**Met3 routing**

Scale bar: 50 µm.
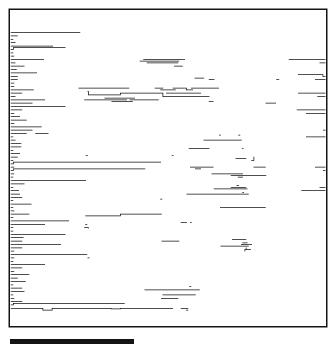
**Met2 routing**

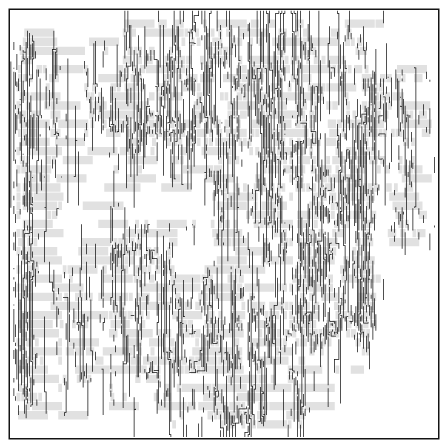
**Gate-type map**

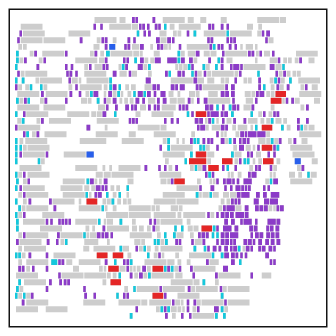
--- src/rtl/ysyx_23060203_ram_rd_slave.sv ---
// AXI4 read-only slave serving FIXED/INCR/WRAP bursts from a 1-cycle synchronous SRAM.
// Optional macro RAM_RDELAY_LFSR_EN adds 0-3 pseudo-random wait cycles per beat.
module ysyx_23060203_ram_rd_slave #(
  parameter int          ID_W    = 4,
  parameter int          MEM_AW  = 20,
  parameter logic [31:0] BASE    = 32'h8000_0000,
  parameter int          LATENCY = 0
) (
  input  logic              clock,
  input  logic              reset,
  input  logic              arvalid,
  output logic              arready,
  input  logic [31:0]       araddr,
  input  logic [ID_W-1:0]   arid,
  input  logic [7:0]        arlen,
  input  logic [2:0]        arsize,
  input  logic [1:0]        arburst,
  output logic              rvalid,
  input  logic              rready,
  output logic [31:0]       rdata,
  output logic [1:0]        rresp,
  output logic              rlast,
  output logic [ID_W-1:0]   rid,
  output logic              mem_en,
  output logic [MEM_AW-1:0] mem_addr,
  input  logic [31:0]       mem_rdata
);

  typedef enum logic [1:0] {IDLE, WAIT, FETCH, RESP} state_t;

  localparam logic [32:0] MEM_LO = {1'b0, BASE};
  localparam logic [32:0] MEM_HI = {1'b0, BASE} + (33'd1 << (MEM_AW + 2));

  state_t          state, state_next;
  logic [31:0]     addr;
  logic [ID_W-1:0] id;
  logic [7:0]      len;
  logic [2:0]      size;
  logic [1:0]      burst;
  logic [7:0]      beat;
  logic [8:0]      delay;
  logic [8:0]      delay_load;
  logic            slverr;
  logic            slverr_new;
  logic            in_range;
  logic [31:0]     step;
  logic [31:0]     wrap_mask;
  logic [31:0]     addr_next;

`ifdef RAM_RDELAY_LFSR_EN
  logic [7:0] lfsr;

  // Free-running Fibonacci LFSR, taps 8,6,5,4.
  always_ff @(posedge clock or posedge reset) begin
    if (reset) lfsr <= 8'hA5;
    else       lfsr <= {lfsr[6:0], lfsr[7] ^ lfsr[5] ^ lfsr[4] ^ lfsr[3]};
  end

  assign delay_load = 9'(LATENCY) + {7'd0, lfsr[1:0]};
`else
  assign delay_load = 9'(LATENCY);
`endif

  assign in_range   = ({1'b0, addr} >= MEM_LO) && ({1'b0, addr} < MEM_HI);
  assign mem_addr   = MEM_AW'((addr - BASE) >> 2);
  assign slverr_new = (arburst == 2'b11) || (arsize > 3'd2) ||
                      ((arburst == 2'b10) && !((arlen == 8'd1) || (arlen == 8'd3) ||
                                               (arlen == 8'd7) || (arlen == 8'd15)));

  assign step      = 32'd1 << size;
  assign wrap_mask = (({24'd0, len} + 32'd1) << size) - 32'd1;

  always_comb begin
    addr_next = addr;
    case (burst)
      2'b01:   addr_next = addr + step;
      2'b10:   addr_next = (addr & ~wrap_mask) | ((addr + step) & wrap_mask);
      default: addr_next = addr;
    endcase
  end

  always_ff @(posedge clock or posedge reset) begin
    if (reset) state <= IDLE;
    else       state <= state_next;
  end

  always_comb begin
    state_next = state;
    arready    = 1'b0;
    mem_en     = 1'b0;
    case (state)
      IDLE: begin
        arready = 1'b1;
        if (arvalid) state_next = WAIT;
      end
      WAIT: begin
        if (delay == 9'd0) begin
          mem_en     = in_range && !slverr;
          state_next = FETCH;
        end
      end
      FETCH: state_next = RESP;
      RESP: begin
        if (rready) state_next = rlast ? IDLE : WAIT;
      end
      default: state_next = IDLE;
    endcase
  end

  // Burst context and the registered R channel.
  always_ff @(posedge clock or posedge reset) begin
    if (reset) begin
      addr   <= '0;
      id     <= '0;
      len    <= '0;
      size   <= '0;
      burst  <= '0;
      beat   <= '0;
      delay  <= '0;
      slverr <= 1'b0;
      rvalid <= 1'b0;
      rdata  <= '0;
      rresp  <= '0;
      rlast  <= 1'b0;
      rid    <= '0;
    end else begin
      case (state)
        IDLE: begin
          if (arvalid) begin
            addr   <= araddr;
            id     <= arid;
            len    <= arlen;
            size   <= arsize;
            burst  <= arburst;
            beat   <= '0;
            delay  <= delay_load;
            slverr <= slverr_new;
          end
        end
        WAIT: begin
          if (delay != 9'd0) delay <= delay - 9'd1;
        end
        FETCH: begin
          rvalid <= 1'b1;
          rdata  <= (in_range && !slverr) ? mem_rdata : 32'd0;
          rresp  <= slverr ? 2'b10 : (in_range ? 2'b00 : 2'b11);
          rlast  <= (beat == len);
          rid    <= id;
        end
        RESP: begin
          if (rready) begin
            rvalid <= 1'b0;
            if (!rlast) begin
              beat  <= beat + 8'd1;
              addr  <= addr_next;
              delay <= delay_load;
            end
          end
        end
        default: ;
      endcase
    end
  end

endmodule

--- config.mk ---
export PLATFORM = sky130hd
export DESIGN_NAME = ysyx_23060203_ram_rd_slave
export DESIGN_NICKNAME = d
export VERILOG_FILES = /design/src/rtl/ysyx_23060203_ram_rd_slave.sv
export SDC_FILE = /design/constraint.sdc
export NUM_CORES = 1
export LEC_CHECK = 0
export ABC_AREA = 1
export CORE_MARGIN = 1.5
export CORE_UTILIZATION = 47
export CTS_CLUSTER_SIZE = 20
export DETAILED_ROUTE_END_ITERATION = 8
export DONT_BUFFER_PORTS = 1
export MAX_ROUTING_LAYER = met4
export PLACE_DENSITY = 0.69
export SKIP_CTS_REPAIR_TIMING = 1
export SYNTH_ARGS = -nofsm -noshare
export SYNTH_HDL_FRONTEND = slang
export SYNTH_SLANG_ARGS = --single-unit
--- constraint.sdc ---
create_clock -name clock -period 3.4 [get_ports clock]
set_input_delay 0.68 -clock clock [delete_from_list [all_inputs] [get_ports clock]]
set_output_delay 0.68 -clock clock [all_outputs]
set_load 0.1 [all_outputs]
==> Table 3: Implementation characteristics <==
Physical implementation characteristics

Parameter                              Value

STA
  Worst-case clock skew .................. 11.7 ps
  Worst slew margin .................. 0.342
  Final-report hold violation count .................. 0
  Max-slew violation count .................. 0
  Sum Neg Setup Slack .................. 0 ps
  Ratio of final minimum period to clock period .................. 0.935
  Post-layout minimum cycle time .................. roughly 3200 ps
  Transition time of the tightest slew-check pin .................. 984 ps
  # setup viols final .................. 0
  RSZ-0062 raised after global routing .................. false
  Tightest hold margin .................. between 300 and 400 ps
  Achievable Freq .................. between 300 and 400 MHz

Floorplanning
  Die area .................. 0.0163 mm²
  Chip Width .................. ~130 µm
  Area inside the core boundary .................. around 0.015 mm²
  FP Core Util .................. 0.482
  Die height .................. approximately 130 µm
  Number of I/O pins .................. between 100 and 150
  Number of rows created at floorplan .................. ~45

Clock tree
  Clock transition at the register clock pins on the worst setup and hold paths after CTS .................. ~80 ps
  Total CTS buffers .................. 9
  Clk latency late pin .................. roughly 360 ps
  CTS Root Cell .................. sky130_fd_sc_hd__clkbuf_16
  Num Clock Sinks .................. about 110
  Maximum buffer depth of the clock tree .................. 2
  Htree depth .................. 3
  CTS tree .................. built

Critical path
  Combined buffer and inverter count along the critical path .................. 2
  CP peak stage delay .................. between 400 and 500 ps
  Critical path peak fanout .................. 17
  Critical Path Start Type .................. flip-flop
  CP endpoint kind .................. flip-flop
  Critical path required time .................. between 3000 and 4000 ps
  Crit path DAT .................. between 3000 and 4000 ps
  CP top delay family .................. simple AND/OR/NAND/NOR gates
  CP max stage cell .................. sky130_fd_sc_hd__dfrtp_1
  Ordered cell list for the critical path .................. inv_2, nor2_1, ha_1, nand2_1, inv_1, nand4_1, o21ai_2, nand2_1, nor2_1, nand2_1, nor3_1, xor2_1, nand2_1, a22oi_1
  Start-to-end type of the worst setup path .................. reg -> reg
  Cell mode on critical path .................. sky130_fd_sc_hd__nand2_1

Synthesis
  Largest cells by area .................. sky130_fd_sc_hd__dfrtp_1 37%, sky130_fd_sc_hd__nand2_1 16%, sky130_fd_sc_hd__inv_1 6.8%, sky130_fd_sc_hd__o21ai_0 6.7%, sky130_fd_sc_hd__nand3_1 6.2%
  Instance count of the mapped netlist .................. approximately 1100
  Yosys Chip Area .................. ~0.0073 mm²
  Synthesis-stage register bit count .................. 109
  Most used standard cells in the synthesized netlist .................. 314 x sky130_fd_sc_hd__nand2_1, 132 x sky130_fd_sc_hd__inv_1, 109 x sky130_fd_sc_hd__dfrtp_1
  Asr flop ratio synth .................. 1.00
  Number of enable flip-flop cells .................. 0
  Post-synth seq share .................. 0.373
  Synthesized area divided by synthesized cell count .................. about 7 µm²
  Synth warnings .................. 0
  Yosys Instances .................. 1057
  Share of the synthesized area in the top cell type .................. 0.373
  Mapped Nets .................. around 1200
  Cell type with the highest aggregate area in the netlist .................. sky130_fd_sc_hd__dfrtp_1
  Most used flip-flop cell .................. sky130_fd_sc_hd__dfrtp_1
  Count of distinct cell types in the synthesized netlist .................. ~48
  Netlist area before placement .................. roughly 0.0073 mm²
  Post-synthesis cell type with the largest instance count .................. sky130_fd_sc_hd__nand2_1

GRT
  Grt total ovfl .................. 0
  Pin count of the biggest net entering global routing .................. between 60 and 70
  Total global routing track utilization .................. 0.244
  Number of global-route vias before repair .................. about 6500
  Antenna violations before repair .................. 1
  Wire length of the first global-routing pass .................. around 30 mm

Final layout
  Area taken by flip-flops and latches .................. 0.00273 mm²
  Logic area .................. approximately 0.0038 mm²
  Nets@finish .................. about 1200
  Proportion of layout cells with a drive suffix above 1 .................. 0.0965
  Final instance area .................. slightly below 0.008 mm²
  Filler cell count .................. 1518
  Final cell utilization of the core .................. 0.516
  Area added between synthesis and finish .................. 7.16%

Routing
  Routed wire length per instance .................. approximately 15 µm
  Via density .................. about 5.4
  DR DRC count .................. 0
  Number of search-and-repair iterations in the first detailed-routing pass .................. 8
  Tally of nets with antenna violations remaining after routing .................. 0
  Initial detailed-routing violation count .................. 514

Min path
  Class of the tightest hold or removal check .................. in -> async

Placement
  Routability cong. .................. roughly 1
  Number of I/O port buffers .................. 0
  HPWL reported at the end of detailed placement .................. between 10 and 15 mm
  Dpl cell area .................. between 0.007 and 0.008 mm²

Power
  Leakage Power .................. about 4.0 nW
  Ratio of total power to cell area .................. between 1000 and 1500 mW/mm²
  Final total power .................. roughly 0.0086 W
  Largest voltage drop on the vdd net .................. approximately 0.38 mV

Run
  Max cap viols .................. 0
  Tool warning count .................. 29

Status
  Result of the run .................. completed
About 'met3 routing':
wire length on this layer: 1280 µm
longest straight run: 59.6 µm
nets with wire on the layer: 141
total wire length after detailed routing: 18.8 mm
met3 Use GR: 0.0614
total number of vias: 6702

About 'met2 routing':
wire length on this layer: 8730 µm
share of all routed wire: 47%
main direction: vertical
longest straight run: 45.9 µm

About 'gate-type map':
| colour | family | cells |
|---|---|---|
| cyan | inv cells | 141 |
| red | fa/ha/maj cells | 19 |
| purple | nand cells | 441 |
| blue | non-inverting ao/oa cells | 3 |
top logic cell by instance count in the layout: sky130_fd_sc_hd__nand2_1
combinational share of cell area: 0.482
filler-free cell count of the finished design: 1246

cell type report:
cell class | instances | area share
antenna | 1 | 0.000319
clock buffer | 10 | 0.0292
clock inverter | 6 | 0.00877
inverter | 141 | 0.0681
multi-input combinational | 756 | 0.482
sequential | 109 | 0.348
tap | 188 | 0.0300
timing repair buffer | 35 | 0.0335
layout by cell type, fill, tap and decap left out, drive strengths merged, types with 3 or more instances in the layout:
master   synthesis  layout
clkbuf          18      10
a21oi           48      48
inv            137     138
nand4            8       8
o22ai            6       6
or2              4       4
dfrtp          109     109
nand3          104     104
a22oi            4       4
nand2          327     327
buf             33      35
ha              18      18
clkinv           4       7
nor2            63      63
xnor2            5       5
xor2             9       9
nor3            24      24
nor3b            3       3
nor4             4       4
o2111ai          4       4
o21ai          108     108
worst reg2reg max path, stage by stage, from the launching register on:
cell and delay [ps]:
sky130_fd_sc_hd__dfrtp_1 480, sky130_fd_sc_hd__inv_2 290, sky130_fd_sc_hd__nor2_1 150, sky130_fd_sc_hd__ha_1 360, sky130_fd_sc_hd__nand2_1 80, sky130_fd_sc_hd__inv_1 70
sky130_fd_sc_hd__nand4_1 110, sky130_fd_sc_hd__o21ai_2 340, sky130_fd_sc_hd__nand2_1 130, sky130_fd_sc_hd__nor2_1 220, sky130_fd_sc_hd__nand2_1 200, sky130_fd_sc_hd__nor3_1 250
sky130_fd_sc_hd__xor2_1 210, sky130_fd_sc_hd__nand2_1 80, sky130_fd_sc_hd__a22oi_1 130
per-stage QoR:
stage | cells | worst slack, ps
2_1_floorplan | 1057 | 281
3_3_place_gp | 1229 | 417
3_5_place_dp | 1229 | 324
4_1_cts | 1245 | 320
5_1_grt | 1246 | 37.1
6_report | 1246 | 221
power breakdown:
part           leakage (nW)  internal, W  switching [W]
Sequential             1.41      0.00170       0.000641
Combinational          2.40      0.00145        0.00370
Clock                 0.149     0.000580       0.000517
final timing paths:
check	to	start	slack, ps	depth (start not counted)
setup reg to reg	flip-flop	size[2]	220	14
setup / recovery	flip-flop	size[2]	220	14
hold reg to reg	delay[7]	delay[7]	480	1
min in group clock	id[3]	arid[3]	430	2
max in group asynchronous	asynchronous set/reset pin	reset	2370	2
hold / removal	rdata[14]	reset	360	2
cells by family after synthesis:
group           after synthesis  synth area share
simple gates                540             0.327
buf+inv                     192             0.112
compound gates              183             0.138
flops                       109             0.373
fa+ha+maj                    19            0.0335
xor+xnor                     14            0.0167
metal layers:
| layer | part of all wire | vias up | track usage |
|---|---|---|---|
| li1 | - | 3392 | - |
| met1 | 0.45 | 3085 | 0.297 |
| met2 | 0.47 | 198 | 0.396 |
| met4 | 0.020 | 0 | 0.0813 |
| met5 | 0 | - | - |
| met3 | 0.068 | 27 | 0.0614 |
Power and IR drop assume default switching activity.
